### Metal layers overlaid

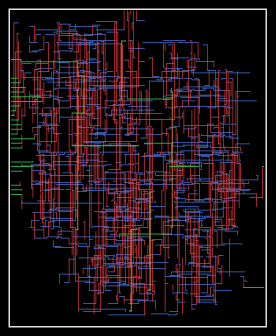
### The metal 2 layer

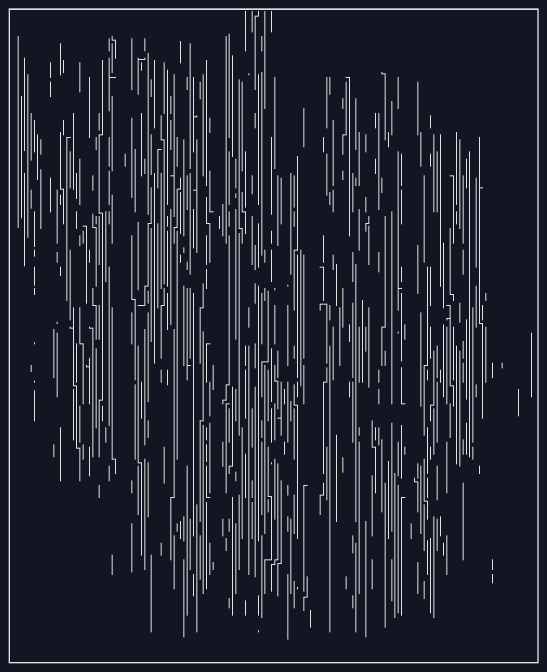
### Gate-type map

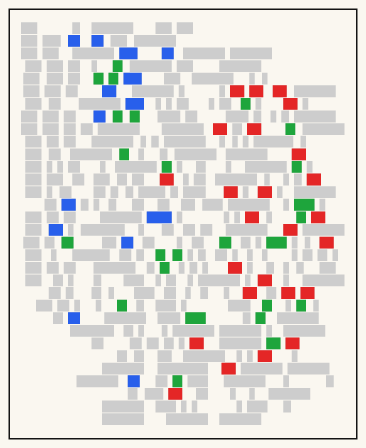
### Congestion heat map

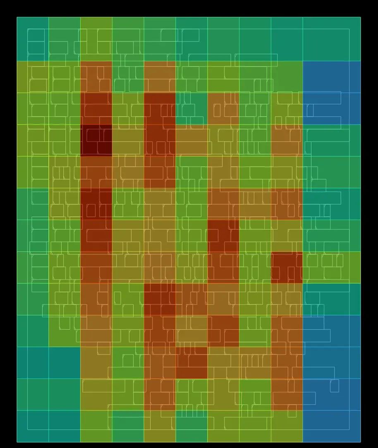
### Local utilization

7 x 9 tiles, from white (low) to dark blue (high), 0 to 100% covered.
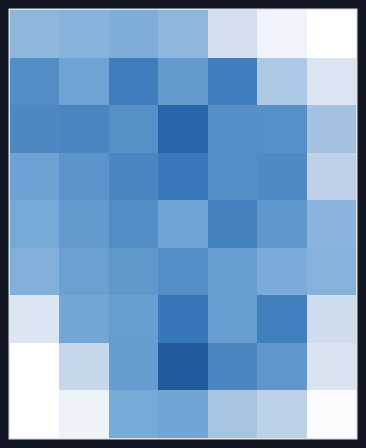
## src/rtl/led_sched_pkg.sv

```systemverilog
// rtl/led_sched_pkg.sv - shared types and colour constants for the LED scheduler
package led_sched_pkg;

    typedef struct packed {
        logic r;
        logic g;
        logic b;
    } colour_t;

    typedef enum logic [1:0] {
        IDLE = 2'd0,
        SHOW = 2'd1,
        GAP  = 2'd2
    } state_t;

    localparam colour_t OFF     = 3'b000;
    localparam colour_t RED     = 3'b100;
    localparam colour_t GREEN   = 3'b010;
    localparam colour_t BLUE    = 3'b001;
    localparam colour_t YELLOW  = 3'b110;
    localparam colour_t CYAN    = 3'b011;
    localparam colour_t MAGENTA = 3'b101;
    localparam colour_t WHITE   = 3'b111;

endpackage

```

## src/rtl/led_tick_gen.sv

```systemverilog
// rtl/led_tick_gen.sv - prescaler producing a one-cycle tick every TICK_DIV clocks
module led_tick_gen #(
    parameter int TICK_DIV = 10_000_000
) (
    input  logic clk_i,
    input  logic rst_ni,
    input  logic clr_i,
    output logic tick_o
);

    localparam int CW = $clog2(TICK_DIV);

    logic [CW-1:0] count_q, count_d;

    assign tick_o = (count_q == CW'(TICK_DIV - 1));

    always_comb begin
        if (clr_i || tick_o) begin
            count_d = '0;
        end else begin
            count_d = count_q + 1'b1;
        end
    end

    always_ff @(posedge clk_i or negedge rst_ni) begin
        if (!rst_ni) begin
            count_q <= '0;
        end else begin
            count_q <= count_d;
        end
    end

endmodule

```

## src/rtl/led_colour_scheduler.sv

```systemverilog
// rtl/led_colour_scheduler.sv - round-robin time-slicing of one RGB LED between requesters
module led_colour_scheduler
    import led_sched_pkg::*;
#(
    parameter int NUM_REQ     = 4,
    parameter int TICK_DIV    = 10_000_000,
    parameter int SLOT_TICKS  = 10,
    parameter int GAP_TICKS   = 2,
    parameter int BLINK_TICKS = 2
) (
    input  logic                   clock_100mhz,
    input  logic                   reset_n,
    input  logic [NUM_REQ-1:0]     req,
    input  logic [NUM_REQ*3-1:0]   req_colour,
    input  logic [NUM_REQ-1:0]     req_blink,
    output logic [NUM_REQ-1:0]     grant,
    output logic                   busy,
    output logic                   red,
    output logic                   green,
    output logic                   blue
);

    localparam int OW   = $clog2(NUM_REQ);
    localparam int CMAX = (SLOT_TICKS > GAP_TICKS) ? SLOT_TICKS : GAP_TICKS;
    localparam int CW   = $clog2(CMAX + 1);
    localparam int BW   = $clog2(BLINK_TICKS + 1);

    state_t              state_q, state_d;
    logic [OW-1:0]       owner_q, owner_d;
    logic [OW-1:0]       last_q, last_d;
    colour_t             colour_q, colour_d;
    logic                blink_q, blink_d;
    logic                phase_q, phase_d;
    logic [CW-1:0]       cnt_q, cnt_d;
    logic [BW-1:0]       bcnt_q, bcnt_d;
    logic [NUM_REQ-1:0]  grant_q, grant_d;
    logic                busy_q, busy_d;
    colour_t             rgb_q, rgb_d;
    logic                run_q;

    logic                tick;
    logic                enter;
    logic                do_grant;
    logic                do_idle;
    logic [OW-1:0]       winner;
    colour_t             colours [NUM_REQ];

    function automatic logic [OW-1:0] rr_pick(input logic [NUM_REQ-1:0] r,
                                              input logic [OW-1:0]      last);
        logic [OW-1:0] pick;
        logic          found;
        int            idx;
        pick  = last;
        found = 1'b0;
        for (int k = 1; k <= NUM_REQ; k++) begin
            idx = (int'(last) + k) % NUM_REQ;
            if (!found && r[OW'(idx)]) begin
                pick  = OW'(idx);
                found = 1'b1;
            end
        end
        return pick;
    endfunction

    always_comb begin
        for (int i = 0; i < NUM_REQ; i++) begin
            colours[i] = colour_t'(req_colour[i*3 +: 3]);
        end
    end

    assign winner = rr_pick(req, last_q);

    // Every state entry (including SHOW->SHOW re-grant) restarts the prescaler
    led_tick_gen #(
        .TICK_DIV (TICK_DIV)
    ) u_tick_gen (
        .clk_i  (clock_100mhz),
        .rst_ni (reset_n),
        .clr_i  (enter),
        .tick_o (tick)
    );

    always_comb begin
        state_d  = state_q;
        owner_d  = owner_q;
        last_d   = last_q;
        colour_d = colour_q;
        blink_d  = blink_q;
        phase_d  = phase_q;
        cnt_d    = cnt_q;
        bcnt_d   = bcnt_q;
        enter    = 1'b0;
        do_grant = 1'b0;
        do_idle  = 1'b0;

        case (state_q)
            IDLE: begin
                do_grant = run_q && (|req);
            end
            SHOW: begin
                if (tick && blink_q) begin
                    if (bcnt_q == BW'(BLINK_TICKS - 1)) begin
                        bcnt_d  = '0;
                        phase_d = ~phase_q;
                    end else begin
                        bcnt_d = bcnt_q + 1'b1;
                    end
                end
                if (!req[owner_q] || (tick && cnt_q == CW'(1))) begin
                    if (GAP_TICKS == 0) begin
                        do_grant = |req;
                        do_idle  = ~|req;
                    end else begin
                        state_d = GAP;
                        cnt_d   = CW'(GAP_TICKS);
                        enter   = 1'b1;
                    end
                end else if (tick) begin
                    cnt_d = cnt_q - 1'b1;
                end
            end
            GAP: begin
                if (tick && cnt_q == CW'(1)) begin
                    do_grant = |req;
                    do_idle  = ~|req;
                end else if (tick) begin
                    cnt_d = cnt_q - 1'b1;
                end
            end
            default: do_idle = 1'b1;
        endcase

        if (do_grant) begin
            state_d  = SHOW;
            owner_d  = winner;
            last_d   = winner;
            colour_d = colours[winner];
            blink_d  = req_blink[winner];
            phase_d  = 1'b1;
            bcnt_d   = '0;
            cnt_d    = CW'(SLOT_TICKS);
            enter    = 1'b1;
        end
        if (do_idle) begin
            state_d = IDLE;
            cnt_d   = '0;
            enter   = 1'b1;
        end

        grant_d = (state_d == SHOW) ? (NUM_REQ'(1) << owner_d) : '0;
        busy_d  = (state_d != IDLE);
        rgb_d   = (state_d == SHOW && (!blink_d || phase_d)) ? colour_d : OFF;
    end

    // run_q holds off arbitration for the first edge after reset release
    always_ff @(posedge clock_100mhz or negedge reset_n) begin
        if (!reset_n) begin
            state_q  <= IDLE;
            owner_q  <= '0;
            last_q   <= OW'(NUM_REQ - 1);
            colour_q <= OFF;
            blink_q  <= 1'b0;
            phase_q  <= 1'b0;
            cnt_q    <= '0;
            bcnt_q   <= '0;
            grant_q  <= '0;
            busy_q   <= 1'b0;
            rgb_q    <= OFF;
            run_q    <= 1'b0;
        end else begin
            state_q  <= state_d;
            owner_q  <= owner_d;
            last_q   <= last_d;
            colour_q <= colour_d;
            blink_q  <= blink_d;
            phase_q  <= phase_d;
            cnt_q    <= cnt_d;
            bcnt_q   <= bcnt_d;
            grant_q  <= grant_d;
            busy_q   <= busy_d;
            rgb_q    <= rgb_d;
            run_q    <= 1'b1;
        end
    end

    assign grant = grant_q;
    assign busy  = busy_q;
    assign red   = rgb_q.r;
    assign green = rgb_q.g;
    assign blue  = rgb_q.b;

endmodule

```

## config.mk

```make
export PLATFORM = sky130hd
export DESIGN_NAME = led_colour_scheduler
export DESIGN_NICKNAME = d
export VERILOG_FILES = /design/src/rtl/led_sched_pkg.sv /design/src/rtl/led_tick_gen.sv /design/src/rtl/led_colour_scheduler.sv
export SDC_FILE = /design/constraint.sdc
export NUM_CORES = 1
export LEC_CHECK = 0
export CAP_MARGIN = 0
export CELL_PAD_IN_SITES_DETAIL_PLACEMENT = 1
export CELL_PAD_IN_SITES_GLOBAL_PLACEMENT = 1
export CORE_ASPECT_RATIO = 1.25
export CORE_MARGIN = 2
export CORE_UTILIZATION = 44
export CTS_CLUSTER_SIZE = 40
export DETAILED_ROUTE_END_ITERATION = 8
export GPL_ROUTABILITY_DRIVEN = 1
export PLACE_DENSITY = 0.89
export SYNTH_ARGS = -nofsm -noshare
export SYNTH_HDL_FRONTEND = slang
export SYNTH_SLANG_ARGS = --single-unit
```

## constraint.sdc

```tcl
create_clock -name clock_100mhz -period 2.8 [get_ports clock_100mhz]
set_input_delay 0.7 -clock clock_100mhz [delete_from_list [all_inputs] [get_ports clock_100mhz]]
set_output_delay 0.7 -clock clock_100mhz [all_outputs]
set_load 0.01 [all_outputs]
```

==> results.txt <==
From the run reports.

- The setup check on the worst reg-to-reg path leaves a slack of 0.14 ns.
- The main logic family after synthesis reads simple AND/OR/NAND/NOR gates.
- The synthesized design contains 50 register bits.
- The floorplan step records an initial core utilization of 45.1%.
- According to the cell report, flip-flops and latches in the layout number 50.
- The worst setup slack after layout reads 0.139 ns.
- In the final run the clock tree shows a worst skew of 0.00799 ns.
- Setup repair after global routing left no endpoint under its margin.
- The buffer count excluding the clock tree in the final layout is 48.
- The fraction of layout cells with a size suffix above 1 reads 12.4%.
- Derived from the worst setup path, the maximum achievable clock frequency is 376 MHz.
- The number of remaining DRC errors reads 0.
- Routing resource usage on met3 recorded by global route was 3.59%.
- The sequential cell area share reads 37.2%.
- The multiplexer share of the synthesized area is 4.19%.
- The clock tree cell share of total cell area reads 3.16%.
- The clock group share of total power reads 18.4%.
- Counting the warning lines in the Yosys log gives 0.
- The number of cells after detailed placement is 408.
- The number of DRC markers after the initial detailed-route iteration reads 71.
- The tapcell count reads 85.
- The number of sinks handled by clock tree synthesis reads 50.
- The wire length of the first global-routing pass reads 11.8 mm.
- In the final layout, the fill cell count is 710.
- Routability-driven placement finished with a final weighted congestion of 0.840.
- The run finished with clean final reports.
- The post-synthesis async set-or-reset flop share is 100%.
- Yosys reports a chip area of 0.00275 sq mm.
- The count of cells along the worst register-to-register path reads 7.
- The number of clock-tree buffers in the layout reads 7.
- Once layout is done, the placed cells without fillers occupy 0.00337 sq mm.
- During I/O placement, the number of pins put on the boundary was 30.
- The via count of the first global-routing pass reads 2517.
- The simple logic cell fraction of the synthesized area reads 23.8%.
- In this run the power density over the cells is 819 mW/mm^2.
- The end of the critical path reads grant[2].
- The endpoint class of the critical path is a flip-flop.
- The biggest power consumer among the groups reads combinational cells.
- The max capacitance violation total reads 0.
- The predominant post-synthesis flop cell is sky130_fd_sc_hd__dfrtp_1.
- The main area contributors are sky130_fd_sc_hd__dfrtp_1 44%, sky130_fd_sc_hd__nor2_1 5.3%, sky130_fd_sc_hd__xor2_1 4.8%, sky130_fd_sc_hd__nand2_1 3.4%, sky130_fd_sc_hd__xnor2_1 3.2%.
- The number of rows in the core area is 32.
- The worst slack after detailed placement is -0.0537 ns.
- Setup violations remaining at the end of the flow were counted as 0.
- The clock latency of the later-clocked register in the worst-skew pair is 0.31 ns.
- The top cell type's share of synthesized area is 43.7%.
- The storage element area is 0.00125 sq mm.
- Data on the critical path arrives at its endpoint at 2.86 ns.
- The maximum net fanout on the critical path reads 5.
- The CTS buffer count reads 5.
- Per the post-route antenna check, the number of violating nets is 0.
## Picture notes: 'Metal layers overlaid'
- red: met2 (wire length 3880 um)
- blue: met1 (wire length 2610 um)
- orange: met4 (wire length 166 um)
- green: met3 (wire length 178 um)

## Picture notes: 'The metal 2 layer'
- share of all routed wire: 57%
- longest straight run: 43.2 um
- wire length on this layer: 3880 um
- nets with wire on the layer: 325
- main direction: vertical

## Picture notes: 'Gate-type map'
- red: XOR/XNOR gates (cells 25; most used xor2_1)
- blue: AND-OR and OR-AND gates (cells 14; most used a21o_1)
- green: AND and OR gates (cells 25; most used and2_1)

## Picture notes: 'Congestion heat map'
post-DR wirelength/cell: 16.4 um
All-Layer GR Usage: 22.3%
Most Used Layer, Global Route: met2
met1 Usage GRT: 25.4%

## Picture notes: 'Local utilization'
- tiles over 75% full: 3.2%
- emptiest ninth of the die: south-west
- nearly empty tiles: 6.3%
- mean over tiles: 47%

[Yosys cell counts (all sizes together) (9+ instances only)]
library cell  count
a211oi           11
and2              9
dfrtp            48
inv              12
nand2            25
nand3             9
nor2             39
xnor2            10
xor2             15
[sequential cells by signal, summed over array words and instances (netlist names)]
| signal | count |
|---|---|
| green | 1 |
| cnt_q | 4 |
| run_q | 1 |
| bcnt_q | 2 |
| owner_q | 2 |
| blue | 1 |
| u_tick_gen.count_q | 24 |
| last_q | 2 |
| phase_q | 1 |
| busy | 1 |
| colour_q | 3 |
| state_q | 2 |
| blink_q | 1 |
| grant | 4 |
| red | 1 |
[metal layers]
layer	vias up	wire (um)	share of wire, %
met4	0	166	2.4
met2	43	3880	57
met1	1146	2610	38
met3	14	178	2.6
met5	-	0	0
li1	1080	-	-
[how the worst min path moves through the flow]
stage                              to  slack (ns)   startpoint
final                     colour_q[1]        0.49  colour_q[1]
after global routing      colour_q[0]        0.51  colour_q[0]
after CTS                 colour_q[1]        0.49  colour_q[1]
after detailed placement  colour_q[1]        0.47  colour_q[1]
after global placement    colour_q[2]        0.45  colour_q[2]
after floorplan             bcnt_q[0]        0.40      reset_n
[worst max-delay path, stage by stage, from the launching register on]
cell	delay (ns)
sky130_fd_sc_hd__dfrtp_1	0.44
sky130_fd_sc_hd__nor4b_4	0.32
sky130_fd_sc_hd__nand2_1	0.13
sky130_fd_sc_hd__or4_1	0.71
sky130_fd_sc_hd__o21ai_4	0.31
sky130_fd_sc_hd__mux2i_1	0.35
sky130_fd_sc_hd__inv_2	0.09
sky130_fd_sc_hd__and3_1	0.19
[stage by stage]
step | utilization [%] | setup TNS [ns]
final | 55.3 | 0
after global routing | 55.3 | 0
after detailed placement | 53.6 | -0.144
after floorplan | - | 0
after CTS | 55.3 | 0
after global placement | 53.6 | 0
No activity file was given, so power comes from the tool's default toggle rates.
